===== src/rtl/sync_scan_mux.sv =====
// sync_scan_mux
//   Registered N-way channel multiplexer. A channel can be selected by a
//   one-cycle load strobe, or the channels can be visited round-robin with a
//   fixed dwell time. Every channel change blanks the output for one cycle,
//   then signals the first data from the new channel with a one-cycle pulse.
//
// Ports
//   clk        sole clock, rising edge
//   rst        synchronous active-high reset
//   in_data    packed channels, channel k at bits [k*WIDTH +: WIDTH]
//   sel        requested channel, used only while sel_load is high
//   sel_load   one-cycle strobe requesting a switch to sel
//   scan_en    level, 1 = automatic round-robin scan
//   out        registered data of the current channel
//   out_sel    current channel index
//   out_valid  out carries data of the current channel
//   switched   one-cycle pulse when data of a new channel first appears
//   sel_err    one-cycle pulse after a load request with sel >= CHANNELS
module sync_scan_mux #(
  parameter int WIDTH    = 8,
  parameter int CHANNELS = 4,
  parameter int DWELL    = 16,
  localparam int SEL_W   = $clog2(CHANNELS)
) (
  input  logic                      clk,
  input  logic                      rst,
  input  logic [CHANNELS*WIDTH-1:0] in_data,
  input  logic [SEL_W-1:0]          sel,
  input  logic                      sel_load,
  input  logic                      scan_en,
  output logic [WIDTH-1:0]          out,
  output logic [SEL_W-1:0]          out_sel,
  output logic                      out_valid,
  output logic                      switched,
  output logic                      sel_err
);

  localparam int CNT_W = $clog2(DWELL);

  localparam logic [1:0] IDLE   = 2'd0;
  localparam logic [1:0] RUN    = 2'd1;
  localparam logic [1:0] SWITCH = 2'd2;

  // sel is compared one bit wider so CHANNELS itself is representable
  // when CHANNELS is a power of two.
  localparam logic [SEL_W:0]   CH_LIMIT   = (SEL_W + 1)'(CHANNELS);
  localparam logic [SEL_W-1:0] LAST_SEL   = SEL_W'(CHANNELS - 1);
  localparam logic [CNT_W-1:0] DWELL_LAST = CNT_W'(DWELL - 1);

  logic [1:0]       state;
  logic [CNT_W-1:0] cnt;
  logic [WIDTH-1:0] cur_data;
  logic [SEL_W-1:0] next_sel;
  logic             sel_ok;
  logic             load_req;

  // Data of the currently selected channel. A compare loop keeps indices
  // beyond CHANNELS-1 from ever addressing outside in_data.
  always_comb begin
    cur_data = '0;
    for (int k = 0; k < CHANNELS; k++) begin
      if (out_sel == SEL_W'(k)) begin
        cur_data = in_data[k*WIDTH +: WIDTH];
      end
    end
  end

  assign sel_ok   = ({1'b0, sel} < CH_LIMIT);
  assign load_req = sel_load && sel_ok;
  assign next_sel = (out_sel == LAST_SEL) ? '0 : out_sel + SEL_W'(1);

  // Main FSM. out_sel doubles as the pending target: it is updated on
  // entry to SWITCH, so the exit edge samples the new channel directly.
  always_ff @(posedge clk) begin
    if (rst) begin
      state     <= IDLE;
      out       <= '0;
      out_sel   <= '0;
      out_valid <= 1'b0;
      switched  <= 1'b0;
      sel_err   <= 1'b0;
      cnt       <= '0;
    end else begin
      switched <= 1'b0;
      sel_err  <= sel_load && !sel_ok;
      case (state)
        IDLE: begin
          out_valid <= 1'b0;
          state     <= RUN;
        end
        RUN: begin
          out       <= cur_data;
          out_valid <= 1'b1;
          // A manual load beats a scan advance due on the same edge.
          if (load_req && (sel != out_sel)) begin
            out_sel   <= sel;
            cnt       <= '0;
            out_valid <= 1'b0;
            state     <= SWITCH;
          end else if (scan_en) begin
            if (cnt == DWELL_LAST) begin
              cnt       <= '0;
              out_sel   <= next_sel;
              out_valid <= 1'b0;
              state     <= SWITCH;
            end else begin
              cnt <= cnt + CNT_W'(1);
            end
          end else begin
            cnt <= '0;
          end
        end
        SWITCH: begin
          // A new load here retargets and keeps blanking for another cycle.
          if (load_req) begin
            out_sel <= sel;
          end else begin
            out       <= cur_data;
            out_valid <= 1'b1;
            switched  <= 1'b1;
            cnt       <= '0;
            state     <= RUN;
          end
        end
        default: begin
          out_valid <= 1'b0;
          state     <= IDLE;
        end
      endcase
    end
  end

endmodule

===== config.mk =====
export PLATFORM = sky130hd
export DESIGN_NAME = sync_scan_mux
export DESIGN_NICKNAME = d
export VERILOG_FILES = /design/src/rtl/sync_scan_mux.sv
export SDC_FILE = /design/constraint.sdc
export NUM_CORES = 1
export LEC_CHECK = 0
export CAP_MARGIN = 20
export CORE_MARGIN = 4
export CORE_UTILIZATION = 44
export CTS_BUF_LIST = sky130_fd_sc_hd__clkbuf_16
export DETAILED_ROUTE_END_ITERATION = 6
export PLACE_DENSITY = 0.8
export SLEW_MARGIN = 20
export SYNTH_ARGS = -nofsm -noshare
export SYNTH_HDL_FRONTEND = slang
export SYNTH_SLANG_ARGS = --single-unit

===== constraint.sdc =====
create_clock -name clk -period 1.9 [get_ports clk]
set_input_delay 0.38 -clock clk [delete_from_list [all_inputs] [get_ports clk]]
set_output_delay 0.38 -clock clk [all_outputs]
set_load 0.005 [all_outputs]

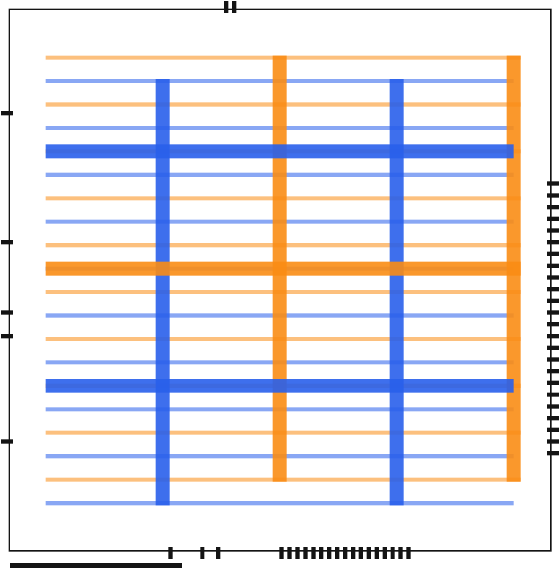
Fig. 1. Supply network.
Bar = 20 µm. Pins as bars on the die edge.
color	net
blue	VSS
orange	VDD
rows	19
met5 straps	3

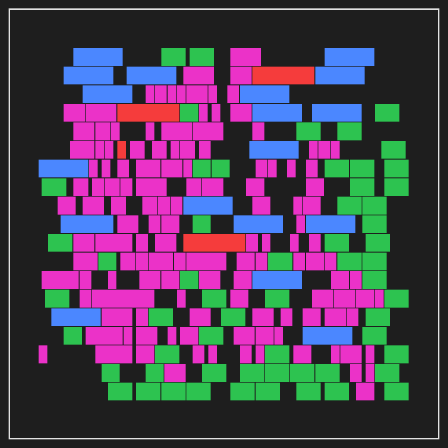
Fig. 2. Cell classes on the final placement.
color	class	cells	share of their area
blue	registers	18	19%
red	clock drivers and dummy loads	4	4.1%
magenta	remaining logic cells	132	48%
green	remaining buffers and delay cells	58	29%

==> results.cfg <==
; yosys + openroad results
[outcome]
status = completed

[synth]
postSynthSeqShare_pct = 27.4
synthesis.area_mm2 = 0.00131
synth_nets = 209
top_cell_area_share_pct = 27.4
top_logic_kind = AND-OR/OR-AND gates
yosys_warnings = 0
synthArstFlopShare_pct = 0
area_leaders = dfxtp_1 (27%), ha_1 (8.6%), a21oi_1 (5.7%), a221oi_1 (5.3%), a211oi_1 (4.6%)
ys_sh_simple_pct = 20.7
synth_cells = 162
yosysTopAreaCell = dfxtp_1
synth.distinct_cells = 47
ys_sh_mux_pct = 0
top_cell = dfxtp_1
avgSynthCellArea_um2 = 8.11
ys_cells = 162
synth-edff-count = 0

[drt]
drt-total-wl_um = 4170
vias_per_cell = 6.28
wl_per_cell_um = 17.2
top_layer = met4
met1Wirelength_um = 1660
wl_met2_um = 2050
initialDrtViolationCount = 140

[clock_tree]
htreeDepth = 1
cts_repair_resize_count = 1
clock-sinks = 18
numCtsBuffers = 3
tritoncts = done
clockRootBuffer = clkbuf_16
cts_hold_buf = 0
clk_latency_ns = 0.25
cts_setup_buffers = 0

[placed_design]
gp_congestion = 0.834
hpwlAfterDp_um = 3170
placed_cells = 239

[setup_path]
cp_top_family = buffers and inverters
path_buffers = 1
startpoint = sel_load
cp-endpoint = out_sel[0]
crit_cells = 5
worstSetupPathType = in -> reg
crit_fanout = 9
crit_path_start_kind = primary input
reg2reg_to = out_sel[0]
reg2reg_from = state[0]
crit_slowest_cell = clkdlybuf4s50_1
critPathMaxStageDelay_ns = 0.65

[final_layout]
ff_count = 18
nets = 260
fillCellCount = 248
area_delta_synth_final_pct = 47.8
largest_registers = out x8, cnt x4
area.sequential_um2 = 362
mi_logic_area_um2 = 845
multi_input_comb_cells = 116
largestClassByArea = multi-input combinational cells
layoutNonFillerInstCount = 243
drive_above_1_share_pct = 10.8
antenna_cells = 0
comb_share_pct = 43.5
largest_reg_flops = 8
post-route-util_pct = 69.2

[global_routing]
grtUsageMet3_pct = 6.12
busiest_layer = met2
grt_use_met2_pct = 35.6
overflow = 0
grt_pass1_vias = 1486
grt_max_degree = 18

[min_path]
hp-start = out_valid
min_path_type = reg -> reg
hold_path_depth = 2
min_to = out_valid

[final_timing]
hold_violations = 0
fin_crit_sh_pct = 94.4

[floorplan]
rows = 19
chipArea_mm2 = 0.00392
fp.dieH_um = 62.6
die_w_um = 62.6
io_pins = 51
core_area_mm2 = 0.00281

[pwr]
p_per_area_mw_per_mm2 = 1200
p_leak_nw = 0.752
peakVddDrop_mv = 0.667
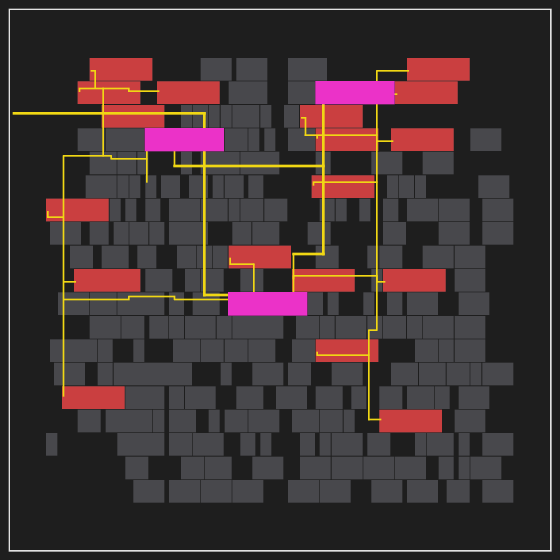
Fig. 3. Clock network drawn from the DEF.
[red] flip-flops | count: 18
[magenta] clock-net drivers | count: 3
[yellow] clock wires | length: 291 µm
routed clock nets	4

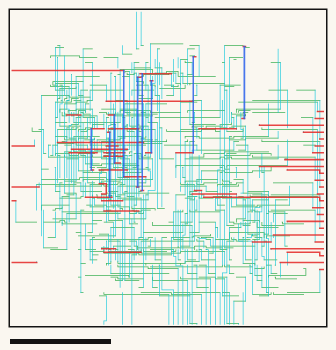
Fig. 4. Signal wires by layer.
Bar = 20 µm.
color	layer	wire length
blue	M4	144 µm
cyan	M2	2050 µm
green	M1	1660 µm
red	M3	316 µm

## per-stage QoR
| step | power (mW) | hold WS, ns | cell area (µm²) | worst slack [ns] | TNS [ns] |
|---|---|---|---|---|---|
| 3_5_place_dp | 1.84 | 0.449 | 1830 | -0.0785 | -0.499 |
| 6_report | 2.34 | 0.450 | 1940 | 0.106 | 0 |
| 5_1_grt | 2.51 | 0.482 | 1940 | 0.00674 | 0 |
| 4_1_cts | 2.28 | 0.456 | 1910 | 0.0636 | 0 |
| 3_3_place_gp | 1.77 | 0.445 | 1830 | 0.00406 | 0 |
| 2_1_floorplan | 1.38 | 0.446 | 1310 | 0.270 | 0 |
## power by group
group	switching, mW	internal (mW)	total (mW)	leakage (nW)
logic	0.690	0.655	1.35	0.565
registers	0.0852	0.476	0.561	0.148
clock network	0.152	0.280	0.432	0.0385
Power figures rest on the tool's default switching activity, not on a simulated workload.
